===== src/rtl/mem_wb_stage_if.sv =====
// MEM->WB stage bundle: pipeline controls and MEM-stage results in, register-file write port and status out.
// master is the upstream/control side; slave is the MEM/WB register.
interface mem_wb_stage_if #(
    parameter int CNT_W = 32
);
    logic              stall;
    logic              flush;
    logic              mem_valid;
    logic              mem_regwrite;
    logic              mem_memtoreg;
    logic              mem_link;
    logic [4:0]        mem_rd;
    logic [31:0]       mem_alu_result;
    logic [31:0]       mem_load_data;
    logic [2:0]        mem_load_type;
    logic [31:0]       mem_link_addr;

    logic [4:0]        reg_write;
    logic              regwrite_con;
    logic [31:0]       write_data;
    logic              wb_valid;
    logic              wb_misalign;
    logic [CNT_W-1:0]  wb_retired;

    modport master (
        output stall, flush, mem_valid, mem_regwrite, mem_memtoreg, mem_link,
               mem_rd, mem_alu_result, mem_load_data, mem_load_type, mem_link_addr,
        input  reg_write, regwrite_con, write_data, wb_valid, wb_misalign, wb_retired
    );

    modport slave (
        input  stall, flush, mem_valid, mem_regwrite, mem_memtoreg, mem_link,
               mem_rd, mem_alu_result, mem_load_data, mem_load_type, mem_link_addr,
        output reg_write, regwrite_con, write_data, wb_valid, wb_misalign, wb_retired
    );
endinterface


===== src/rtl/mem_wb_stage.sv =====
// MEM/WB register with load formatting, misaligned-load write suppression and a retired counter; 1-cycle latency.
// stall holds every output and the counter; flush loads a bubble and wins over stall.
module mem_wb_stage #(
    parameter bit BIG_ENDIAN = 1'b1,
    parameter int CNT_W      = 32
) (
    input  logic          clk,
    input  logic          rst_n,
    mem_wb_stage_if.slave bus
);

    typedef enum logic [2:0] {
        LT_LW  = 3'b000,
        LT_LB  = 3'b001,
        LT_LBU = 3'b010,
        LT_LH  = 3'b011,
        LT_LHU = 3'b100
    } load_type_e;

    logic [1:0]        offset;
    logic [1:0]        byte_lane;
    logic              half_hi;
    logic [7:0]        ld_byte;
    logic [15:0]       ld_half;
    logic [31:0]       ld_fmt;
    logic [31:0]       data_nxt;
    logic              misalign_nxt;
    logic              regwrite_nxt;

    logic [4:0]        rd_q;
    logic              regwrite_q;
    logic [31:0]       data_q;
    logic              valid_q;
    logic              misalign_q;
    logic [CNT_W-1:0]  retired_q;

    // Lane numbering below is little-endian (lane 0 = bits [7:0]); big-endian mirrors the offset.
    always_comb begin
        offset    = bus.mem_alu_result[1:0];
        byte_lane = BIG_ENDIAN ? ~offset : offset;
        half_hi   = BIG_ENDIAN ? ~offset[1] : offset[1];

        ld_byte = 8'h00;
        case (byte_lane)
            2'd0:    ld_byte = bus.mem_load_data[7:0];
            2'd1:    ld_byte = bus.mem_load_data[15:8];
            2'd2:    ld_byte = bus.mem_load_data[23:16];
            default: ld_byte = bus.mem_load_data[31:24];
        endcase

        ld_half = half_hi ? bus.mem_load_data[31:16] : bus.mem_load_data[15:0];
    end

    always_comb begin
        ld_fmt       = bus.mem_load_data;
        misalign_nxt = 1'b0;
        case (bus.mem_load_type)
            LT_LB:  ld_fmt = {{24{ld_byte[7]}}, ld_byte};
            LT_LBU: ld_fmt = {24'h000000, ld_byte};
            LT_LH: begin
                ld_fmt       = {{16{ld_half[15]}}, ld_half};
                misalign_nxt = offset[0];
            end
            LT_LHU: begin
                ld_fmt       = {16'h0000, ld_half};
                misalign_nxt = offset[0];
            end
            default: begin
                ld_fmt       = bus.mem_load_data;
                misalign_nxt = (offset != 2'b00);
            end
        endcase
        if (!bus.mem_memtoreg) begin
            misalign_nxt = 1'b0;
        end

        if (bus.mem_link) begin
            data_nxt = bus.mem_link_addr;
        end else if (bus.mem_memtoreg) begin
            data_nxt = ld_fmt;
        end else begin
            data_nxt = bus.mem_alu_result;
        end

        regwrite_nxt = bus.mem_regwrite && (bus.mem_rd != 5'd0) && !misalign_nxt;
    end

    always_ff @(posedge clk or negedge rst_n) begin
        if (!rst_n) begin
            rd_q       <= 5'd0;
            regwrite_q <= 1'b0;
            data_q     <= 32'h0;
            valid_q    <= 1'b0;
            misalign_q <= 1'b0;
            retired_q  <= '0;
        end else if (bus.flush) begin
            rd_q       <= 5'd0;
            regwrite_q <= 1'b0;
            data_q     <= 32'h0;
            valid_q    <= 1'b0;
            misalign_q <= 1'b0;
        end else if (!bus.stall) begin
            if (bus.mem_valid) begin
                rd_q       <= bus.mem_rd;
                regwrite_q <= regwrite_nxt;
                data_q     <= data_nxt;
                valid_q    <= 1'b1;
                misalign_q <= misalign_nxt;
                if (!misalign_nxt) begin
                    retired_q <= retired_q + CNT_W'(1);
                end
            end else begin
                rd_q       <= 5'd0;
                regwrite_q <= 1'b0;
                data_q     <= 32'h0;
                valid_q    <= 1'b0;
                misalign_q <= 1'b0;
            end
        end
    end

    assign bus.reg_write    = rd_q;
    assign bus.regwrite_con = regwrite_q;
    assign bus.write_data   = data_q;
    assign bus.wb_valid     = valid_q;
    assign bus.wb_misalign  = misalign_q;
    assign bus.wb_retired   = retired_q;

endmodule


===== src/flat_wrapper.sv =====
// flat-port wrapper written by rule: the top's interface ports become plain ports
module mem_wb_stage_flat 
#(
    parameter bit BIG_ENDIAN = 1'b1,
    parameter int CNT_W      = 32
)
  (clk, rst_n, bus_stall, bus_flush, bus_mem_valid, bus_mem_regwrite, bus_mem_memtoreg, bus_mem_link, bus_mem_rd, bus_mem_alu_result, bus_mem_load_data, bus_mem_load_type, bus_mem_link_addr, bus_reg_write, bus_regwrite_con, bus_write_data, bus_wb_valid, bus_wb_misalign, bus_wb_retired);
  mem_wb_stage_if #(.CNT_W(CNT_W)) bus_i ();
  input  logic clk;
  input  logic rst_n;
  input wire logic [$bits(bus_i.stall)-1:0] bus_stall;
  input wire logic [$bits(bus_i.flush)-1:0] bus_flush;
  input wire logic [$bits(bus_i.mem_valid)-1:0] bus_mem_valid;
  input wire logic [$bits(bus_i.mem_regwrite)-1:0] bus_mem_regwrite;
  input wire logic [$bits(bus_i.mem_memtoreg)-1:0] bus_mem_memtoreg;
  input wire logic [$bits(bus_i.mem_link)-1:0] bus_mem_link;
  input wire logic [$bits(bus_i.mem_rd)-1:0] bus_mem_rd;
  input wire logic [$bits(bus_i.mem_alu_result)-1:0] bus_mem_alu_result;
  input wire logic [$bits(bus_i.mem_load_data)-1:0] bus_mem_load_data;
  input wire logic [$bits(bus_i.mem_load_type)-1:0] bus_mem_load_type;
  input wire logic [$bits(bus_i.mem_link_addr)-1:0] bus_mem_link_addr;
  output wire logic [$bits(bus_i.reg_write)-1:0] bus_reg_write;
  output wire logic [$bits(bus_i.regwrite_con)-1:0] bus_regwrite_con;
  output wire logic [$bits(bus_i.write_data)-1:0] bus_write_data;
  output wire logic [$bits(bus_i.wb_valid)-1:0] bus_wb_valid;
  output wire logic [$bits(bus_i.wb_misalign)-1:0] bus_wb_misalign;
  output wire logic [$bits(bus_i.wb_retired)-1:0] bus_wb_retired;
  assign bus_i.stall = bus_stall;
  assign bus_i.flush = bus_flush;
  assign bus_i.mem_valid = bus_mem_valid;
  assign bus_i.mem_regwrite = bus_mem_regwrite;
  assign bus_i.mem_memtoreg = bus_mem_memtoreg;
  assign bus_i.mem_link = bus_mem_link;
  assign bus_i.mem_rd = bus_mem_rd;
  assign bus_i.mem_alu_result = bus_mem_alu_result;
  assign bus_i.mem_load_data = bus_mem_load_data;
  assign bus_i.mem_load_type = bus_mem_load_type;
  assign bus_i.mem_link_addr = bus_mem_link_addr;
  assign bus_reg_write = bus_i.reg_write;
  assign bus_regwrite_con = bus_i.regwrite_con;
  assign bus_write_data = bus_i.write_data;
  assign bus_wb_valid = bus_i.wb_valid;
  assign bus_wb_misalign = bus_i.wb_misalign;
  assign bus_wb_retired = bus_i.wb_retired;
  mem_wb_stage #(.BIG_ENDIAN(BIG_ENDIAN), .CNT_W(CNT_W)) u_core (.clk(clk), .rst_n(rst_n), .bus(bus_i));
endmodule

===== config.mk =====
export PLATFORM = sky130hd
export DESIGN_NAME = mem_wb_stage_flat
export DESIGN_NICKNAME = d
export VERILOG_FILES = /design/src/rtl/mem_wb_stage_if.sv /design/src/rtl/mem_wb_stage.sv /design/src/flat_wrapper.sv
export SDC_FILE = /design/constraint.sdc
export NUM_CORES = 1
export LEC_CHECK = 0
export ABC_AREA = 1
export CAP_MARGIN = 0
export CORE_MARGIN = 4
export CORE_UTILIZATION = 30
export CTS_BUF_LIST = sky130_fd_sc_hd__clkbuf_8
export DETAILED_ROUTE_END_ITERATION = 8
export DONT_BUFFER_PORTS = 1
export PLACE_DENSITY = 0.48
export SYNTH_ARGS = -nofsm -noshare
export SYNTH_HDL_FRONTEND = slang
export SYNTH_SLANG_ARGS = --single-unit

===== constraint.sdc =====
create_clock -name clk -period 1.6 [get_ports clk]
set_clock_uncertainty 0.15 [all_clocks]
set_input_delay 0.32 -clock clk [delete_from_list [all_inputs] [get_ports clk]]
set_output_delay 0.32 -clock clk [all_outputs]
set_load 0.01 [all_outputs]

==> flow_summary.ini <==
; generated from flow reports
[outcome]
status = finished with violations
violations = negative hold slack, negative setup slack

[timing]
hold_viol_final = 72
worst_pin_slew_ps = 456
setup_violations = 3
worst_slack_ps = -36.9
hold_ws_ps = -504
post-route-min-period_ps = 1640

[global_route]
grt_busiest_layer = met2
grt_pass1_wl_um = 32500
antenna_found_initial = 0
grt_pass1_vias = 5816
grt_overflow = 0

[clock_network]
cts_buffers = 9
clkTransAtPathRegs_ps = 80

[synth]
top_cell_area_share_pct = 32.8
ys_ff = 72
yosysSeqAreaShare_pct = 32.8
yosys-top-cells-area = dfrtp_1, nand2_1, a21oi_1

[power_and_ir_drop]
clk-power_w = 0.00170
power_frac_seq_pct = 38.3
power_density_nw_per_um2 = 754

[setup_path]
critPathLaunchType = register
worstSetupPathType = reg2out
cp_max_fo = 3
crit_buf_inv = 3
r2r_end = u_core.bus.wb_retired[28]$_DFFE_PN0P_

[place]
place_hpwl_um = 15300
placed_cell_area_um2 = 6450

[floorplanning]
io_pins = 184
fp_util_pct = 30.6

[cells_and_area]
n_all_inverters = 103

[drt]
dr.pass1.iters = 5
m1WireLength_um = 9570

[run]
max-cap-violations = 0
==> cells in the final DEF, fill, tap and decap left out <==
master | Yosys | routed
xor2_2 | 0 | 2
inv_1 | 100 | 96
o21ai_1 | 2 | 2
nand2_1 | 427 | 408
nand3_1 | 32 | 31
a21oi_2 | 10 | 10
nor2_2 | 1 | 20
nand3b_1 | 4 | 4
ha_4 | 0 | 1
dfrtp_1 | 72 | 69
nor2_1 | 67 | 37
a21oi_1 | 86 | 86
inv_2 | 3 | 7
buf_12 | 0 | 6
a22o_1 | 2 | 2
dfrtp_2 | 0 | 3
bufinv_16 | 0 | 2
nand3_2 | 3 | 4
nor3_2 | 1 | 5
buf_4 | 0 | 94
buf_6 | 7 | 8
o31ai_1 | 1 | 1
clkbuf_8 | 0 | 9
o21ai_0 | 15 | 14
xor2_1 | 17 | 15
xnor2_1 | 4 | 4
nor3_4 | 0 | 3
nor3_1 | 12 | 5
o21ai_2 | 4 | 5
clkinv_2 | 0 | 1
inv_4 | 0 | 1
clkinv_4 | 0 | 2
nor2_4 | 2 | 13
nand2_2 | 5 | 22
nand2_4 | 2 | 4
dlygate4sd3_1 | 0 | 30
==> logic make-up after synthesis <==
| group | count (synthesis) | share of synthesized area, % |
|---|---|---|
| simple gates | 556 | 40.5 |
| fa+ha+maj | 1 | 0.228 |
| buf+inv | 142 | 11.1 |
| xor+xnor | 21 | 3.35 |
| compound gates | 120 | 12.1 |
| flops | 72 | 32.8 |
==> flip-flops by register name (all words and copies together), names as in the netlist <==
signal and flops:
u_core.bus.write_data 32, u_core.bus.reg_write 5, u_core.bus.regwrite_con 1, u_core.bus.wb_misalign 1
u_core.bus.wb_valid 1, u_core.bus.wb_retired 32
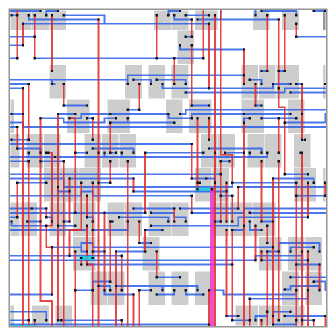
*Close-up of the layout*
Window x 59 to 84, y 31 to 56 um. Cells in gray, sequential cells in the stronger gray; small squares are vias.
magenta -> M4
red -> M2
blue -> M1
cyan -> M3
sequential cells in the window = 0
cells with their middle in the window = 64
most frequent = nand2_1 (29), nor2_1 (9), nand3_1 (9)

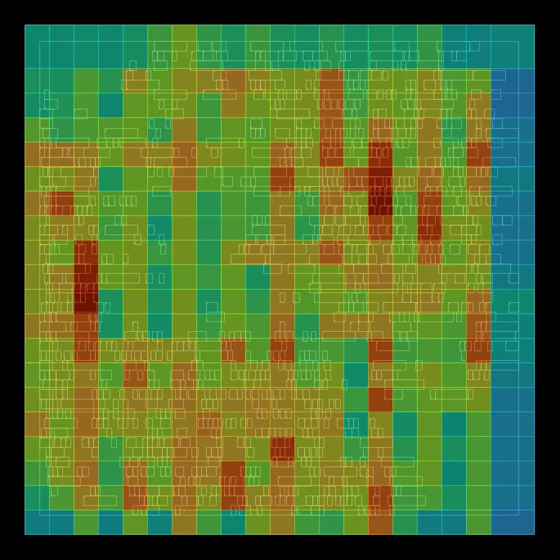
*Congestion heat map*
GRT met2 Usage: 32.3%
wire per inst: 16.5 um
Total GRT Usage: 20.4%
final core utilization: 40.5%

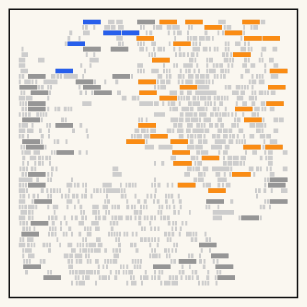
*Sequential cells grouped by signal name*
Scale: 2 px per um.
orange -> `u_core.bus.wb_retired`  # placed flops 32
blue -> `u_core.bus.reg_write`  # placed flops 5
Flop+latch power: 0.00210 W
Seq. cell area: 1810 um2
Seq/total area: 24.8%

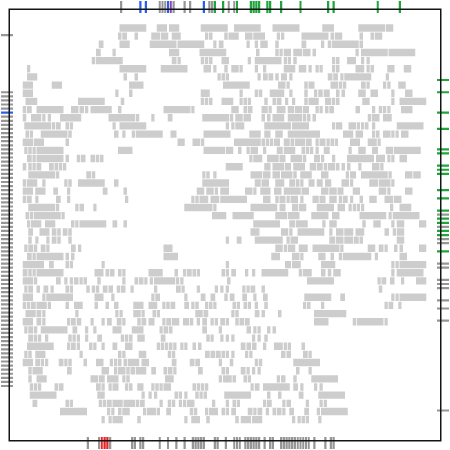
*Pin map*
Scale: 3 px per um. Pins as bars across the die edge, other pins in gray.
blue -> `bus_reg_write`  # pins 5, direction output, edge 4 top, 1 left
purple -> `bus_mem_regwrite`  # pins 1, direction input, edge top
green -> `bus_wb_retired`  # pins 32, direction output, edge 17 right, 15 top
red -> `bus_mem_load_type`  # pins 3, direction input, edge bottom

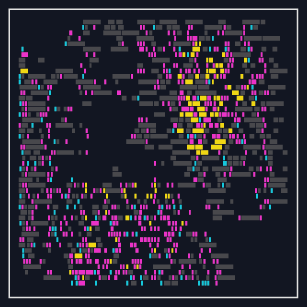
*Gate-type map*
Scale: 2 px per um.
cyan -> inv cells  # cells 103, where widely spread
yellow -> nor cells  # cells 83
magenta -> nand cells  # cells 473, where widely spread
Finished Layout Cells: 1,255
Commonest Layout Cell: nand2_1

No activity file was given, so power comes from the tool's default toggle rates.
